## src/rtl/ocs_pkg.sv

```systemverilog
// Shared types, FSM encodings and helper functions for the OCS permutation tester.
package ocs_pkg;

  // Permutation pattern selected at the start of a run.
  typedef enum logic [1:0] {
    MODE_RANDOM   = 2'd0,
    MODE_IDENTITY = 2'd1,
    MODE_ROTATE   = 2'd2,
    MODE_REVERSE  = 2'd3
  } mode_e;

  // Top-level FSM encoding.
  typedef logic [2:0] state_t;
  localparam state_t ST_IDLE     = 3'd0;
  localparam state_t ST_GEN      = 3'd1;
  localparam state_t ST_ISSUE    = 3'd2;
  localparam state_t ST_WAIT_GNT = 3'd3;
  localparam state_t ST_DRIVE    = 3'd4;
  localparam state_t ST_CHECK    = 3'd5;
  localparam state_t ST_NEXT     = 3'd6;

  // Right-shifting Galois LFSR mask for x^16 + x^14 + x^13 + x^11 + 1.
  localparam logic [15:0] LFSR_TAPS = 16'hB400;

  // Widest lane vector the identity helper can build.
  localparam int unsigned MAX_VEC_W = 512;

  // Identity vector: lane k carries the value k, lanes are dst_w bits wide.
  function automatic logic [MAX_VEC_W-1:0] identity_vec(input int unsigned dst_w);
    logic [MAX_VEC_W-1:0] v;
    v = '0;
    for (int unsigned k = 0; k < (32'd1 << dst_w); k++) begin
      for (int unsigned b = 0; b < dst_w; b++) begin
        if ((k * dst_w + b) < MAX_VEC_W) v[k*dst_w+b] = k[b];
      end
    end
    return v;
  endfunction

  // One Galois LFSR step.
  function automatic logic [15:0] lfsr_step(input logic [15:0] s);
    return (s >> 1) ^ (s[0] ? LFSR_TAPS : 16'h0000);
  endfunction

  // Saturating 16-bit increment used by the run counters.
  function automatic logic [15:0] sat_inc(input logic [15:0] v);
    return (v == 16'hFFFF) ? v : v + 16'd1;
  endfunction

endpackage

```

## src/rtl/ocs_perm_gen.sv

```systemverilog
// Permutation generator: fills one destination slot per enabled cycle and
// strobes o_done on the cycle the last slot is written.
module ocs_perm_gen
  import ocs_pkg::*;
#(
  parameter int          P_DSTWIDTH = 3,
  parameter int          P_PORTNUM  = 2**P_DSTWIDTH,
  parameter logic [15:0] P_SEED     = 16'hACE1,
  parameter int          P_MAXTRY   = 8
) (
  input  logic                            i_clk,
  input  logic                            i_rst_n,
  input  logic                            i_en,
  input  mode_e                           i_mode,
  input  logic [P_DSTWIDTH-1:0]           i_rot,
  output logic [P_PORTNUM*P_DSTWIDTH-1:0] o_perm,
  output logic                            o_done
);

  localparam int TRY_W = $clog2(P_MAXTRY + 1);
  localparam logic [TRY_W-1:0] TRY_LAST = TRY_W'(P_MAXTRY);
  localparam logic [P_DSTWIDTH-1:0] SLOT_LAST = P_DSTWIDTH'(P_PORTNUM - 1);

  logic [15:0]                     lfsr_q, lfsr_d;
  logic [P_DSTWIDTH-1:0]           slot_q, slot_d;
  logic [P_PORTNUM-1:0]            used_q, used_d;
  logic [TRY_W-1:0]                try_q, try_d;
  logic [P_PORTNUM*P_DSTWIDTH-1:0] perm_q, perm_d;

  logic [P_DSTWIDTH-1:0] cand;
  logic [P_DSTWIDTH-1:0] lowest_free;
  logic [P_DSTWIDTH-1:0] pick;
  logic                  take;
  logic                  done;

  // Choose this slot's destination and advance LFSR, mask and slot pointer.
  always_comb begin
    // NOTE: every variable written here gets a default first, so no path leaves one unassigned and no latch is inferred.
    lfsr_d      = lfsr_q;
    slot_d      = slot_q;
    used_d      = used_q;
    try_d       = try_q;
    perm_d      = perm_q;
    done        = 1'b0;
    pick        = '0;
    take        = 1'b0;
    cand        = lfsr_q[P_DSTWIDTH-1:0];
    lowest_free = '0;
    for (int i = P_PORTNUM - 1; i >= 0; i--) begin
      if (!used_q[i]) lowest_free = P_DSTWIDTH'(i);
    end

    case (i_mode)
      MODE_RANDOM: begin
        if (!used_q[cand]) begin
          pick = cand;
          take = 1'b1;
        end else if (try_q == TRY_LAST) begin
          // Too many collisions on this slot: fall back to the lowest free index.
          pick = lowest_free;
          take = 1'b1;
        end
      end
      MODE_IDENTITY: begin
        pick = slot_q;
        take = 1'b1;
      end
      MODE_ROTATE: begin
        pick = slot_q + i_rot;
        take = 1'b1;
      end
      default: begin
        pick = ~slot_q;
        take = 1'b1;
      end
    endcase

    if (i_en) begin
      lfsr_d = lfsr_step(lfsr_q);
      if (take) begin
        perm_d[slot_q*P_DSTWIDTH +: P_DSTWIDTH] = pick;
        used_d[pick] = 1'b1;
        try_d        = '0;
        if (slot_q == SLOT_LAST) begin
          // Leave pointer and mask clean for the next test.
          slot_d = '0;
          used_d = '0;
          done   = 1'b1;
        end else begin
          slot_d = slot_q + 1'b1;
        end
      end else begin
        try_d = try_q + 1'b1;
      end
    end
  end

  // Generator state registers.
  always_ff @(posedge i_clk or negedge i_rst_n) begin
    // NOTE: state is updated with non-blocking assignments only, so every flop samples pre-edge values regardless of statement order.
    if (!i_rst_n) begin
      lfsr_q <= P_SEED;
      slot_q <= '0;
      used_q <= '0;
      try_q  <= '0;
      // NOTE: the permutation store is a handful of flops, not a RAM, so it is reset along with everything else.
      perm_q <= '0;
    end else begin
      lfsr_q <= lfsr_d;
      slot_q <= slot_d;
      used_q <= used_d;
      try_q  <= try_d;
      perm_q <= perm_d;
    end
  end

  assign o_perm = perm_q;
  assign o_done = done;

endmodule

```

## src/rtl/ocs_perm_tester.sv

```systemverilog
// Self-test engine for the controller -> grant -> OCS data-plane path:
// generates a permutation, requests it, forwards the grant, drives the
// permutation as data and checks that the fabric returns the identity vector.
module ocs_perm_tester
  import ocs_pkg::*;
#(
  parameter int          P_DSTWIDTH   = 3,
  parameter int          P_PORTNUM    = 2**P_DSTWIDTH,
  parameter int          P_GRANTWIDTH = 20,
  parameter int          P_TIMEOUT    = 1024,
  parameter int          P_RETLAT     = 0,
  parameter logic [15:0] P_SEED       = 16'hACE1,
  parameter int          P_MAXTRY     = 8
) (
  input  logic                            i_clk,
  input  logic                            i_rst_n,
  input  logic                            i_start,
  input  logic [1:0]                      i_mode,
  input  logic [15:0]                     i_num_tests,
  input  logic                            i_stop,
  output logic [P_PORTNUM*P_DSTWIDTH-1:0] o_req,
  output logic                            o_req_valid,
  input  logic [P_GRANTWIDTH-1:0]         i_grant,
  input  logic                            i_grant_valid,
  output logic [P_GRANTWIDTH-1:0]         o_grant,
  output logic [P_PORTNUM*P_DSTWIDTH-1:0] o_data,
  output logic                            o_data_valid,
  input  logic [P_PORTNUM*P_DSTWIDTH-1:0] i_data,
  output logic                            o_busy,
  output logic                            o_done,
  output logic [15:0]                     o_test_cnt,
  output logic [15:0]                     o_err_cnt,
  output logic [15:0]                     o_tmo_cnt
);

  localparam int VEC_W = P_PORTNUM * P_DSTWIDTH;
  localparam int TMO_W = $clog2(P_TIMEOUT + 1);
  localparam logic [TMO_W-1:0] TMO_LAST = TMO_W'(P_TIMEOUT - 1);
  localparam logic [2:0] RET_LAST = 3'(P_RETLAT);
  localparam logic [MAX_VEC_W-1:0] ID_FULL = identity_vec(P_DSTWIDTH);
  localparam logic [VEC_W-1:0] ID_VEC = ID_FULL[VEC_W-1:0];

  state_t                  state_q, state_d;
  mode_e                   mode_q, mode_d;
  logic [15:0]             num_q, num_d;
  logic                    stop_q, stop_d;
  logic [P_DSTWIDTH-1:0]   rot_q, rot_d;
  logic [TMO_W-1:0]        timer_q, timer_d;
  logic [2:0]              ret_q, ret_d;
  logic [VEC_W-1:0]        req_q, req_d;
  logic                    req_valid_q, req_valid_d;
  logic [P_GRANTWIDTH-1:0] grant_q, grant_d;
  logic [VEC_W-1:0]        data_q, data_d;
  logic                    data_valid_q, data_valid_d;
  logic                    done_q, done_d;
  logic [15:0]             test_cnt_q, test_cnt_d;
  logic [15:0]             err_cnt_q, err_cnt_d;
  logic [15:0]             tmo_cnt_q, tmo_cnt_d;

  logic             gen_en;
  logic             gen_done;
  logic [VEC_W-1:0] gen_perm;

  ocs_perm_gen #(
    .P_DSTWIDTH (P_DSTWIDTH),
    .P_PORTNUM  (P_PORTNUM),
    .P_SEED     (P_SEED),
    .P_MAXTRY   (P_MAXTRY)
  ) u_gen (
    .i_clk   (i_clk),
    .i_rst_n (i_rst_n),
    .i_en    (gen_en),
    .i_mode  (mode_q),
    .i_rot   (rot_q),
    .o_perm  (gen_perm),
    .o_done  (gen_done)
  );

  // Test sequencing FSM with its counters and output strobes.
  always_comb begin
    state_d      = state_q;
    mode_d       = mode_q;
    num_d        = num_q;
    stop_d       = stop_q;
    rot_d        = rot_q;
    timer_d      = timer_q;
    ret_d        = ret_q;
    req_d        = req_q;
    req_valid_d  = 1'b0;
    grant_d      = grant_q;
    data_d       = '0;
    data_valid_d = 1'b0;
    done_d       = 1'b0;
    test_cnt_d   = test_cnt_q;
    err_cnt_d    = err_cnt_q;
    tmo_cnt_d    = tmo_cnt_q;
    gen_en       = 1'b0;

    case (state_q)
      ST_IDLE: begin
        if (i_start) begin
          mode_d     = mode_e'(i_mode);
          num_d      = i_num_tests;
          stop_d     = 1'b0;
          test_cnt_d = '0;
          err_cnt_d  = '0;
          tmo_cnt_d  = '0;
          state_d    = ST_GEN;
        end
      end
      ST_GEN: begin
        gen_en = 1'b1;
        if (gen_done) state_d = ST_GEN + 3'd1;
      end
      ST_ISSUE: begin
        req_d       = gen_perm;
        req_valid_d = 1'b1;
        timer_d     = '0;
        state_d     = ST_WAIT_GNT;
      end
      ST_WAIT_GNT: begin
        // A grant arriving on the expiry cycle still counts as a grant.
        if (i_grant_valid) begin
          grant_d = i_grant;
          state_d = ST_DRIVE;
        end else if (timer_q == TMO_LAST) begin
          tmo_cnt_d = sat_inc(tmo_cnt_q);
          state_d   = ST_NEXT;
        end else begin
          timer_d = timer_q + 1'b1;
        end
      end
      ST_DRIVE: begin
        data_d       = req_q;
        data_valid_d = 1'b1;
        ret_d        = '0;
        state_d      = ST_CHECK;
      end
      ST_CHECK: begin
        // o_data_valid is high in the first CHECK cycle; the fabric answers P_RETLAT cycles later.
        if (ret_q == RET_LAST) begin
          if (i_data != ID_VEC) err_cnt_d = sat_inc(err_cnt_q);
          test_cnt_d = sat_inc(test_cnt_q);
          state_d    = ST_NEXT;
        end else begin
          ret_d = ret_q + 1'b1;
        end
      end
      ST_NEXT: begin
        rot_d = rot_q + 1'b1;
        if (((num_q != 16'd0) && (test_cnt_q == num_q)) || stop_q || i_stop) begin
          done_d  = 1'b1;
          state_d = ST_IDLE;
        end else begin
          state_d = ST_GEN;
        end
      end
      default: state_d = ST_IDLE;
    endcase

    if ((state_q != ST_IDLE) && i_stop) stop_d = 1'b1;
  end

  // Control and output registers.
  always_ff @(posedge i_clk or negedge i_rst_n) begin
    if (!i_rst_n) begin
      state_q      <= ST_IDLE;
      mode_q       <= MODE_RANDOM;
      num_q        <= '0;
      stop_q       <= 1'b0;
      rot_q        <= P_DSTWIDTH'(1);
      timer_q      <= '0;
      ret_q        <= '0;
      req_q        <= '0;
      req_valid_q  <= 1'b0;
      grant_q      <= '0;
      data_q       <= '0;
      data_valid_q <= 1'b0;
      done_q       <= 1'b0;
      test_cnt_q   <= '0;
      err_cnt_q    <= '0;
      tmo_cnt_q    <= '0;
    end else begin
      state_q      <= state_d;
      mode_q       <= mode_d;
      num_q        <= num_d;
      stop_q       <= stop_d;
      rot_q        <= rot_d;
      timer_q      <= timer_d;
      ret_q        <= ret_d;
      req_q        <= req_d;
      req_valid_q  <= req_valid_d;
      grant_q      <= grant_d;
      data_q       <= data_d;
      data_valid_q <= data_valid_d;
      done_q       <= done_d;
      test_cnt_q   <= test_cnt_d;
      err_cnt_q    <= err_cnt_d;
      tmo_cnt_q    <= tmo_cnt_d;
    end
  end

  assign o_req        = req_q;
  assign o_req_valid  = req_valid_q;
  assign o_grant      = grant_q;
  assign o_data       = data_q;
  assign o_data_valid = data_valid_q;
  assign o_busy       = (state_q != ST_IDLE);
  assign o_done       = done_q;
  assign o_test_cnt   = test_cnt_q;
  assign o_err_cnt    = err_cnt_q;
  assign o_tmo_cnt    = tmo_cnt_q;

endmodule

```

## config.mk

```make
export PLATFORM = sky130hd
export DESIGN_NAME = ocs_perm_tester
export DESIGN_NICKNAME = d
export VERILOG_FILES = /design/src/rtl/ocs_pkg.sv /design/src/rtl/ocs_perm_gen.sv /design/src/rtl/ocs_perm_tester.sv
export SDC_FILE = /design/constraint.sdc
export NUM_CORES = 1
export LEC_CHECK = 0
export ABC_AREA = 1
export CORE_ASPECT_RATIO = 0.9
export CORE_MARGIN = 2
export CORE_UTILIZATION = 48
export DETAILED_ROUTE_END_ITERATION = 6
export PLACE_DENSITY_LB_ADDON = 0.25
export SETUP_SLACK_MARGIN = 0.4
export SKIP_LAST_GASP = 1
export SYNTH_ARGS = -nofsm -noshare
export SYNTH_HDL_FRONTEND = slang
export SYNTH_HIERARCHICAL = 1
export SYNTH_SLANG_ARGS = --single-unit
```

## constraint.sdc

```tcl
create_clock -name i_clk -period 2 [get_ports i_clk]
set_input_delay 0.4 -clock i_clk [delete_from_list [all_inputs] [get_ports i_clk]]
set_output_delay 0.4 -clock i_clk [all_outputs]
set_load 0.05 [all_outputs]
```

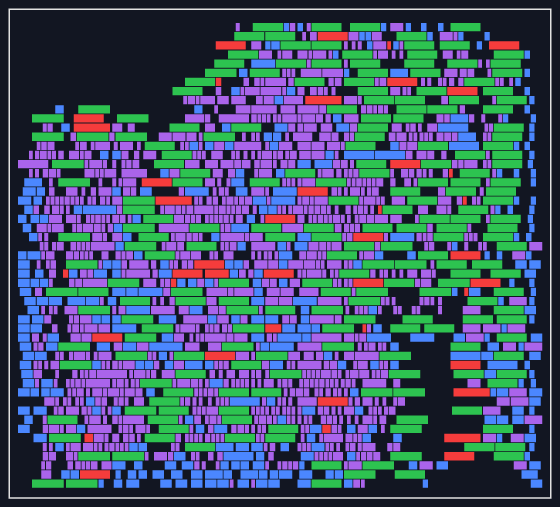
(images/placement_by_type.png)
other buffers and delay cells: drawn in blue, cells 347. clock drivers and dummy loads: drawn in red, cells 41. combinational and other logic: drawn in purple, cells 1067. flops: drawn in green, cells 213.
Placeable Area: 21700 um^2
fraction of the core area covered by cells at the end of the flow: 74.61%

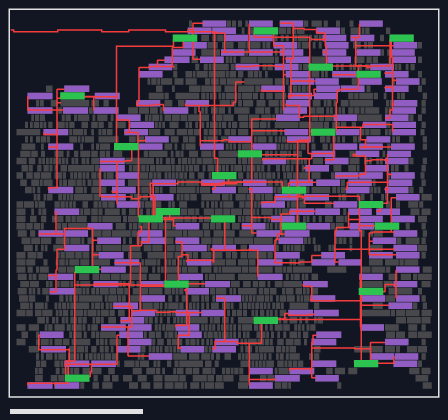
(images/clk_routes.png)
The bar under the picture is 50 um long.
flip-flops: drawn in purple, count 213. clock drivers: drawn in green, count 23. clock wires: drawn in red, length 2750 um.
Position of the flops: spread over the die.
Clk network pwr share: 20.9%
clock-net power: 4.62 mW
post-route clock skew: 0.01728 ns
later-pin clock latency in the skew report: 0.53 ns

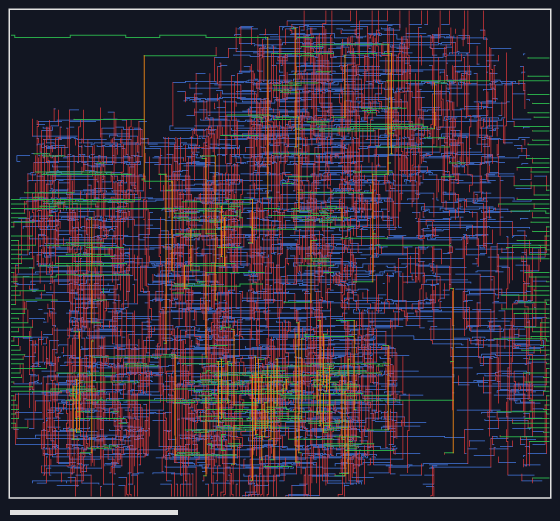
(images/wires.png)
The bar under the picture is 50 um long.
metal 4: drawn in orange, wire length 1340 um. metal 3: drawn in green, wire length 2990 um. metal 1: drawn in blue, wire length 13800 um. metal 2: drawn in red, wire length 16700 um.
detailed-route via count: 10836
global-route usage over all layers: 25.21%
routed length per placed instance: 17.77 um

==> out/qor.log <==
qor: placement.dpl.hpwl 18.88 mm
qor: clocking.number_of_levels_the_h_tree_was_split_into 1
qor: layout.finish.net_count 1736
qor: synthesis.yosys_warnings 6
qor: layout.fill_cells 1369
qor: clocking.tritoncts_clock_tree done
qor: worst_setup_path.library_cell_appearing_most_often_on_the_critical_path sky130_fd_sc_hd__nor2_1
qor: power.power.internal 12.35 mW
qor: synthesis.ys_seq_share 50.24%
qor: placement.detailed_place.area 13150 um^2
qor: synthesis.postSynthCellCount 1305
qor: synthesis.ys_cells 1305
qor: drt.detailedRoute.firstIterationViolations 1185
qor: timing.final_min_period_over_clock_period 103.2%
qor: global_routing.grt_first_pass_wirelength 48.76 mm
qor: die.boundaryPins 187
qor: worst_setup_path.timing.rr.end u_gen/used_q[4]
qor: worst_setup_path.crit_path_end_kind flip-flop
qor: power.swShare 44.01%
qor: clocking.cts_root_buf sky130_fd_sc_hd__clkbuf_16
qor: placement.place_ws -0.004603 ns
qor: synthesis.syn-num-nets 1389
qor: synthesis.post_synth_and_or_nand_nor_area_fraction 28.61%
qor: power.leakage 7.685 nW
qor: drt.wl 34.84 mm
qor: clocking.cts.reportedPaths.clkPinSlew 0.06 ns
qor: layout.fin_area 16190 um^2
qor: power.power.density 1363 nW/um^2
qor: worst_setup_path.crit_path_start_kind flip-flop
qor: worst_setup_path.crit_slowest_cell sky130_fd_sc_hd__dfstp_2
qor: die.die_area 23360 um^2
qor: global_routing.global_route.overflow_total 0
qor: worst_setup_path.dominant_delay_contributor_by_cell_family_on_the_critical_path adder cells
qor: power.sequentialPowerShare 27.8%
qor: layout.drive_above_1_share 39.63%
qor: drt.drc_errors 0
qor: power.pwr-share-comb 51.3%
qor: synthesis.synth_adder_area_share 2.071%
qor: clocking.cts.hold.buffers_added 1
qor: power.power_top_consumer combinational cells
qor: worst_setup_path.cp_data_required_time 2.46 ns
qor: synthesis.logic_family simple AND/OR/NAND/NOR gates
qor: timing.finalSetupViolCount 10
qor: layout.mostFrequentLayoutCell sky130_fd_sc_hd__nand2_1
qor: timing.number_of_max_slew_violations_in_the_final_report 0
qor: worst_setup_path.timing.critical_path.slowest_cell_delay 0.56 ns
qor: clocking.post_cts_setup_buffer_count 59
qor: run.tool_warnings 35
qor: drt.route.antenna.remaining_nets 0
qor: timing.worst_slew_margin_rel 55.29%
qor: synthesis.post_synth_ao_oa_area_fraction 6.285%
qor: worst_setup_path.rr_worst_depth 11
qor: worst_setup_path.worst-path-max-fanout 7
qor: layout.mostFrequentLayoutCells sky130_fd_sc_hd__nand2_1, sky130_fd_sc_hd__dfrtp_1, sky130_fd_sc_hd__nor2_1
qor: synthesis.ys.flops 213
qor: clocking.post_cts_resized 589
qor: layout.syn2layout_area_growth 52.25%
qor: global_routing.grt_max_degree 61
qor: status.status finished with violations
qor: synthesis.synthDominantCellAreaShare 48.02%
qor: run.max-cap-violations 0
qor: status.violations negative setup slack
qor: placement.finalWeightedCongestion 0.9061
qor: timing.final-hold-violation-count 0
qor: worst_setup_path.critical_path.reg2reg.startpoint rot_q[0]
qor: synthesis.post-synth-top-area-cell sky130_fd_sc_hd__dfrtp_1
qor: placement.port_buffers 186
qor: timing.fmax 0.4843 GHz
qor: worst_setup_path.path_class reg2reg
qor: global_routing.grt_antenna_before_repair 1
qor: hold_path.min-delay-path-class in2async
qor: timing.transition_at_the_pin_with_the_smallest_max_transition_slack 0.6636 ns
qor: synthesis.ys_sh_xor 3.460%
qor: timing.fin_ws -0.06491 ns
qor: worst_setup_path.timing.critical_path.from rot_q[0]
qor: worst_setup_path.timing.critical_path.cells ha_4 > inv_2 > fa_2 > o21ai_2 > o21ai_1 > nand2_2 > nand2_4 > nand2_2 > nor2_1 > nor2_1 > nor2_1
qor: synthesis.netlist_area 10630 um^2
qor: worst_setup_path.timing.critical_path.depth 11
qor: die.rows 51
qor: timing.period_needed 2.065 ns
qor: synthesis.syn_avg_cell_area 8.147 um^2
qor: worst_setup_path.critPathBufInv 1
qor: drt.drt_first_pass_iters 6
qor: drt.vias_per_cell 5.529
qor: worst_setup_path.r2r_slack -0.06 ns
qor: die.fp_util 49.00%
qor: clocking.clk_path_buf_depth 3
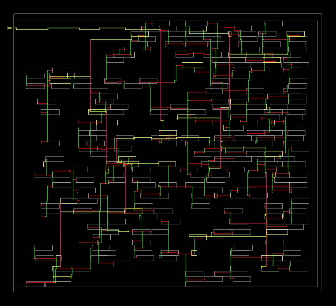
(images/clocks.png)
sequential cell count: 213
TritonCTS buffer count: 23
total number of clock tree sinks: 213
number of clock-tree buffers in the layout: 30

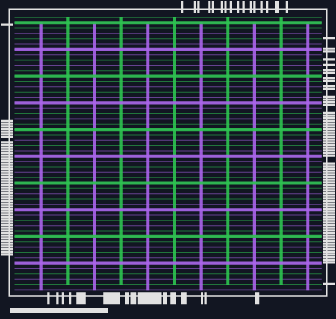
(images/power_grid.png)
The bar under the picture is 50 um long. Pins as bars on the die edge.
VSS: drawn in purple. VDD: drawn in green.
52 met1 rails follow the rows. The core has 51 rows. 11 straps on met4. 187 signal pins sit on the boundary. 10 straps on met5.
Die X: 160.9 um
die height: 145.2 um
worst vdd rail ir drop: 0.7987 mV

==> registers in the layout (all words and copies together), names as in the netlist, 2 cells and up <==
register,flops
u_gen/try_q,4
o_data,24
mode_q,2
o_test_cnt,16
o_err_cnt,16
o_tmo_cnt,16
timer_q,11
o_grant,20
u_gen/lfsr_q,16
rot_q,3
u_gen/used_q,8
u_gen/o_perm,24
ret_q,3
o_req,24
u_gen/slot_q,3
num_q,16
state_q,3
==> final cells by class <==
cell class	count	area [um^2]	area share [%]
multi-input cells	930	5847	36.12
flip-flops and latches	213	5403	33.38
repair buffers	347	3183	19.66
clock buffers	30	611.8	3.780
inverters	136	559.3	3.455
well taps	291	364.1	2.249
clock inverters	11	200.2	1.237
repair inverters	1	16.27	0.1005
diodes	1	2.502	0.01546
==> Yosys cell counts (all sizes together) <==
cell type and count:
clkbuf 13, nand4 17, nand3 94, o31ai 1, xnor2 8, fa 1
a31o 1, o21ai 93, a21oi 28, dfstp 9, or2 1, nand2 388
nor4 1, xor2 34, a22o 1, dfrtp 204, nor3 25, nor3b 2
ha 16, inv 134, clkinv 2, mux2 24, nand3b 4, nor2 181
o21bai 1, o22ai 1, buf 21
==> stage by stage <==
step / total power, mW / util, % / hold WS (ns) / instances
floorplan: 11.25 / - / 0.1044 / 1305
global route: 23.00 / 74.60 / 0.4026 / 1959
detailed placement: 13.48 / 60.61 / 0.3604 / 1783
global placement: 13.32 / 60.61 / 0.3538 / 1783
finish: 22.07 / 74.61 / 0.3758 / 1960
CTS: 19.26 / 67.73 / 0.3789 / 1893
==> metal layers <==
layer	global-route usage, %	wire [um]	vias to the layer above
met3	4.288	2989	135
li1	-	-	4866
met1	34.24	13810	5206
met2	41.35	16690	629
met5	0	0	-
met4	8.080	1341	0
Power and IR drop assume default switching activity.
